==> images/layer_met3.png <==
Bar = 20 um.
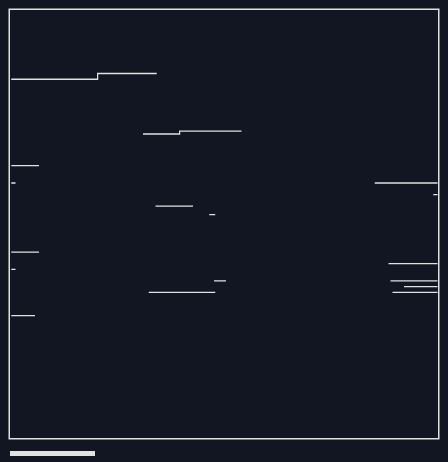
==> images/placement_by_type.png <==
Fill, decap, tap and diode cells in grey.
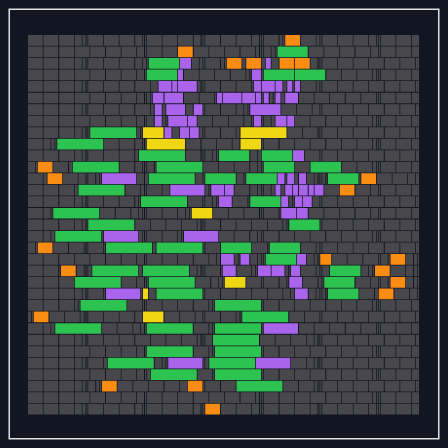
==> images/io_fan.png <==
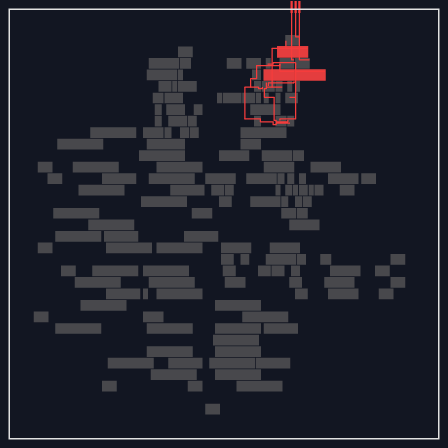
==> images/placement.png <==
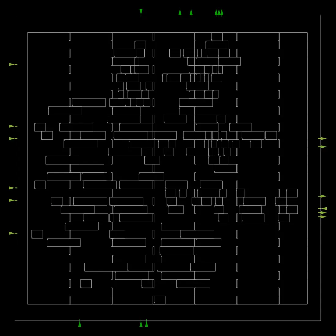
==> images/layer_met2.png <==
Cells faint in the background.
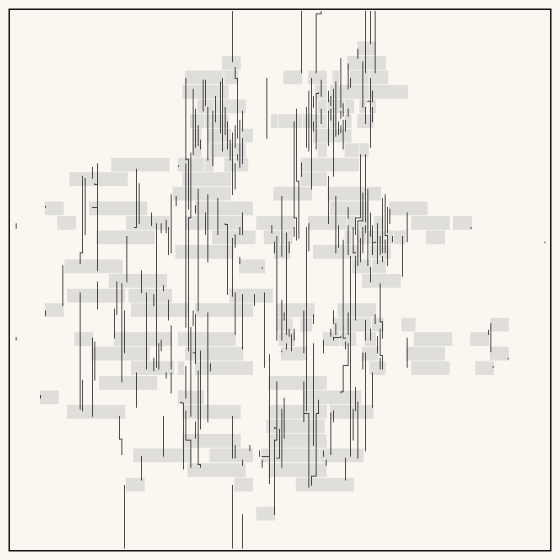
File: src/rtl/nibble_feeder_pkg.sv
// Shared types and constants for the nibble feeder: serializer state
// encoding, datapath widths and the FIFO occupancy-counter width helper.
package nibble_feeder_pkg;

    localparam int NIBBLE_W = 4;
    localparam int BYTE_W   = 8;

    typedef enum logic [1:0] {
        IDLE,
        FIRST,
        SECOND
    } state_t;

    // Occupancy counter must represent 0..depth inclusive.
    function automatic int count_w(input int depth);
        return $clog2(depth) + 1;
    endfunction

endpackage

File: src/rtl/byte_fifo.sv
// Synchronous DEPTH x BYTE_W FIFO with registered pointers and occupancy
// count. Head byte is presented combinationally on rdata while not empty.
module byte_fifo
    import nibble_feeder_pkg::*;
#(
    parameter int DEPTH = 4
) (
    input  logic                      clk,
    input  logic                      reset,
    input  logic                      push,
    input  logic [BYTE_W-1:0]         wdata,
    input  logic                      pop,
    output logic [BYTE_W-1:0]         rdata,
    output logic [count_w(DEPTH)-1:0] count,
    output logic                      full,
    output logic                      empty
);

    localparam int PW = $clog2(DEPTH);
    localparam int CW = count_w(DEPTH);

    logic [BYTE_W-1:0] mem [DEPTH];
    logic [PW-1:0]     wr_ptr;
    logic [PW-1:0]     rd_ptr;
    logic              do_push;
    logic              do_pop;

    assign full    = (count == CW'(DEPTH));
    assign empty   = (count == '0);
    assign do_push = push && !full;
    assign do_pop  = pop && !empty;
    assign rdata   = mem[rd_ptr];

    // Storage write; contents need no reset because count gates every read.
    always_ff @(posedge clk) begin
        if (do_push) begin
            mem[wr_ptr] <= wdata;
        end
    end

    // Pointers wrap naturally (power-of-two depth); count tracks occupancy.
    always_ff @(posedge clk) begin
        if (reset) begin
            wr_ptr <= '0;
            rd_ptr <= '0;
            count  <= '0;
        end else begin
            if (do_push) begin
                wr_ptr <= wr_ptr + 1'b1;
            end
            if (do_pop) begin
                rd_ptr <= rd_ptr + 1'b1;
            end
            case ({do_push, do_pop})
                2'b10:   count <= count + 1'b1;
                2'b01:   count <= count - 1'b1;
                default: count <= count;
            endcase
        end
    end

endmodule

File: src/rtl/nibble_feeder.sv
// Byte-to-nibble feeder for the accumulator datapath. Bytes are buffered
// in byte_fifo and emitted as two nibbles on consecutive cycles; data is
// held at zero whenever no nibble is being sent.
// Optional build macro NIBBLE_FEEDER_STATS_EN adds bytes_sent and
// overflow_seen statistics outputs.
module nibble_feeder
    import nibble_feeder_pkg::*;
#(
    parameter int DEPTH     = 4,
    parameter int MSB_FIRST = 1
) (
    input  logic                      clk,
    input  logic                      reset,
    input  logic [BYTE_W-1:0]         in_data,
    input  logic                      in_valid,
    output logic                      in_ready,
    output logic [NIBBLE_W-1:0]       data,
    output logic                      data_valid,
    output logic                      busy,
    output logic [count_w(DEPTH)-1:0] fifo_count
`ifdef NIBBLE_FEEDER_STATS_EN
    ,
    output logic [15:0]               bytes_sent,
    output logic                      overflow_seen
`endif
);

    logic [BYTE_W-1:0]   head;
    logic                full;
    logic                empty;
    logic                pop;
    logic [NIBBLE_W-1:0] first_nib;
    logic [NIBBLE_W-1:0] second_nib;
    logic [NIBBLE_W-1:0] hold;
    state_t              state;

    byte_fifo #(
        .DEPTH (DEPTH)
    ) u_fifo (
        .clk   (clk),
        .reset (reset),
        .push  (in_valid),
        .wdata (in_data),
        .pop   (pop),
        .rdata (head),
        .count (fifo_count),
        .full  (full),
        .empty (empty)
    );

    // Ready comes from the registered count only: no bypass when full.
    assign in_ready   = !full;
    assign pop        = (state != FIRST) && !empty;
    assign busy       = (fifo_count != '0) || (state != IDLE);
    assign first_nib  = (MSB_FIRST != 0) ? head[7:4] : head[3:0];
    assign second_nib = (MSB_FIRST != 0) ? head[3:0] : head[7:4];

    // Serializer FSM: pop a byte, send its first nibble, then the held second.
    always_ff @(posedge clk) begin
        if (reset) begin
            state      <= IDLE;
            data       <= '0;
            data_valid <= 1'b0;
            hold       <= '0;
        end else begin
            case (state)
                FIRST: begin
                    data       <= hold;
                    data_valid <= 1'b1;
                    state      <= SECOND;
                end
                default: begin
                    if (!empty) begin
                        data       <= first_nib;
                        hold       <= second_nib;
                        data_valid <= 1'b1;
                        state      <= FIRST;
                    end else begin
                        data       <= '0;
                        data_valid <= 1'b0;
                        state      <= IDLE;
                    end
                end
            endcase
        end
    end

`ifdef NIBBLE_FEEDER_STATS_EN
    // Statistics: bytes completed (FIRST->SECOND) and sticky push-while-full.
    always_ff @(posedge clk) begin
        if (reset) begin
            bytes_sent    <= '0;
            overflow_seen <= 1'b0;
        end else begin
            if (state == FIRST) begin
                bytes_sent <= bytes_sent + 1'b1;
            end
            if (in_valid && !in_ready) begin
                overflow_seen <= 1'b1;
            end
        end
    end
`endif

endmodule

File: config.mk
export PLATFORM = sky130hd
export DESIGN_NAME = nibble_feeder
export DESIGN_NICKNAME = d
export VERILOG_FILES = /design/src/rtl/nibble_feeder_pkg.sv /design/src/rtl/byte_fifo.sv /design/src/rtl/nibble_feeder.sv
export SDC_FILE = /design/constraint.sdc
export NUM_CORES = 1
export LEC_CHECK = 0
export ABC_CLOCK_PERIOD_IN_PS = 3100
export CAP_MARGIN = 20
export CORE_MARGIN = 4
export CORE_UTILIZATION = 23
export DETAILED_ROUTE_END_ITERATION = 16
export GPL_ROUTABILITY_DRIVEN = 0
export PLACE_DENSITY = 0.41
export SLEW_MARGIN = 0
export SYNTH_ARGS = -nofsm -noshare
export SYNTH_HDL_FRONTEND = slang
export SYNTH_SLANG_ARGS = --single-unit
export TNS_END_PERCENT = 1
File: constraint.sdc
create_clock -name clk -period 3.1 [get_ports clk]
set_input_delay 0.62 -clock clk [delete_from_list [all_inputs] [get_ports clk]]
set_output_delay 0.62 -clock clk [all_outputs]
set_load 0.005 [all_outputs]
==> changes_impl.md <==
### Physical design

* M1 GR Usage at slightly below 10%
* Largest net degree at the start of global routing at 17
* Nonclk inv count at 6
* Total number of vias at approximately 1,100
* Fill count at 839
* Worst relative slew slack at a little under three fifths
* Clk pwr share at 24.7%
* Post-synth EDFFs at 32
* Setup TNS at 0 ns
* Largest stage delay, worst path at 0.51 ns
* Sequential share of cell area at 56.1%
* CP Capture Type: primary output
* Net switching power at 575 uW
* Comb/total area at 23.8%
* N_diodes at 0
* H-tree levels at 2
* Worst Setup EP: busy
* VDD IR max at 152 uV
* Leakage at between 0.8 and 0.9 nW
* YS chip area at 1990 sq um
* Post-DRT Antenna Nets at 0
* Slew @ Worst Pin at 0.632 ns
* Pre-CTS WS at 0.545 ns
* Hold buffer count at CTS at 0
* CTS tree: done
* Share of flip-flops with an asynchronous set or reset at 0%
* XOR Share, Synth at less than 1%
* Wirelength, routed at roughly 3600 um
* Worst-path fanout max at 6
* Ys flops at 52
* Area delta synth->final at 22.1%
* Total power at 2.03 mW
* Number of buffers added on ports at 20
* Clock-net power at 501 uW
* Clock-pin slew on the worst setup and hold paths at 0.08 ns
* And+or+nand+nor area frac at 7.61%
* Row count at 33
* Worst reg2reg path startpoint: u_fifo.count[2]
* Met3 wire length at between 150 and 200 um
* Iter 0 DRT Violations at 27
* Root Driver: clkbuf_8
* Routed len/inst at between 10 and 15 um
* Most common logic cells in the final layout: edfxtp_1 (32), dfxtp_1 (20), clkdlybuf4s50_1 (20), mux4_2 (8), o2bb2ai_1 (8)
* Flops at 52
* Number of setup buffers added after CTS at 0
* Crit-path slowest cell: or3_2
* Tmin final at ~2.6 ns
* Data buffer area share at about 8.6%
* Worst Hold Class: reg -> reg
* Max Clock Skew at 0.0107 ns
* Core ar. at 8300 sq um
* Buffers & Inverters on Critical Path at 1
* Yosys aoi share at 7.36%
* Final hold vios at 0
* Max clock buf depth at 2
* Clock tree cell share of total cell area at 5.26%
* Drc violations at 0
* Fp_density at 24.0%
* Register share after synthesis at 68.4%
* Post-route cell area at between 2000 and 2500 sq um
* CP Data Required Time at 2.48 ns
* Status: complete, no violations
* Net Count, Synth at 143
* Max Slew Vio Count at 0
* Vias in the first global route at between 1,000 and 1,500
* Die width at approximately 100 um
* Inserted Clock Buffers at 5
* Final setup viols at 0
* CP startpoint: u_fifo.count[0]
* Worst reg2reg endpoint: u_fifo.count[2]
* Max power group: registers
* Well Taps at 105
* Combinational Power at 578 uW
* Most numerous logic cell after layout: edfxtp_1
* Crit path arrival time at 1.95 ns
* Reg power frac at 46.8%
* FMAX at 0.389 GHz
* Critical path's top delay family: simple AND/OR/NAND/NOR gates
* Clkbuf count at 7
* Final Hold Slack at 0.489 ns
* MI comb cells at between 60 and 70
* Worst min-delay path startpoint: hold[2]
-- layer_met3.png (at the start) --
- nets with wire on the layer: 13
- longest straight run: 20.2 um
- wire length on this layer: 161 um

-- placement_by_type.png (at the start) --
- flops: green (cells 52)
- other buffers and delay cells: orange (cells 21)
- combinational and other logic: purple (cells 69)
- clock drivers and dummy loads: yellow (cells 8)

-- io_fan.png (at the start) --
- `fifo_count`: red (bits 3; direction output; edge top; end cells 3; buffers 3; wire 153 um)

-- placement.png (at the start) --
Final Util: 29.3%
non-filler cells in the finished layout: 255

-- layer_met2.png (at the start) --
- main direction: vertical
- share of all routed wire: 48%
- longest straight run: 37.4 um
- nets with wire on the layer: 145

synthesized netlist by cell type, types with 2 or more instances:
cell type   n  share of area, %
inv_1       6               1.1
mux4_2      8               9.1
nand2b_1    5               1.6
nor2_1      5              0.94
dfxtp_1    20                20
a21oi_1     7               1.8
and3_1      4               1.3
ha_1        5               3.1
buf_1       2              0.38
o21ai_0     2              0.50
or3_1       2              0.63
edfxtp_1   32                48
xor2_1      2              0.88
nand3_1     3              0.75
o2bb2ai_1   8               3.5
a21o_1      2              0.75
flip-flops by register name (all words and copies together) (netlist names), named ones only:
register,cells
data_valid,1
hold,4
u_fifo.mem,32
u_fifo.wr_ptr,2
u_fifo.count,3
data,4
u_fifo.rd_ptr,2
state,2
No activity file was given, so power comes from the tool's default toggle rates.
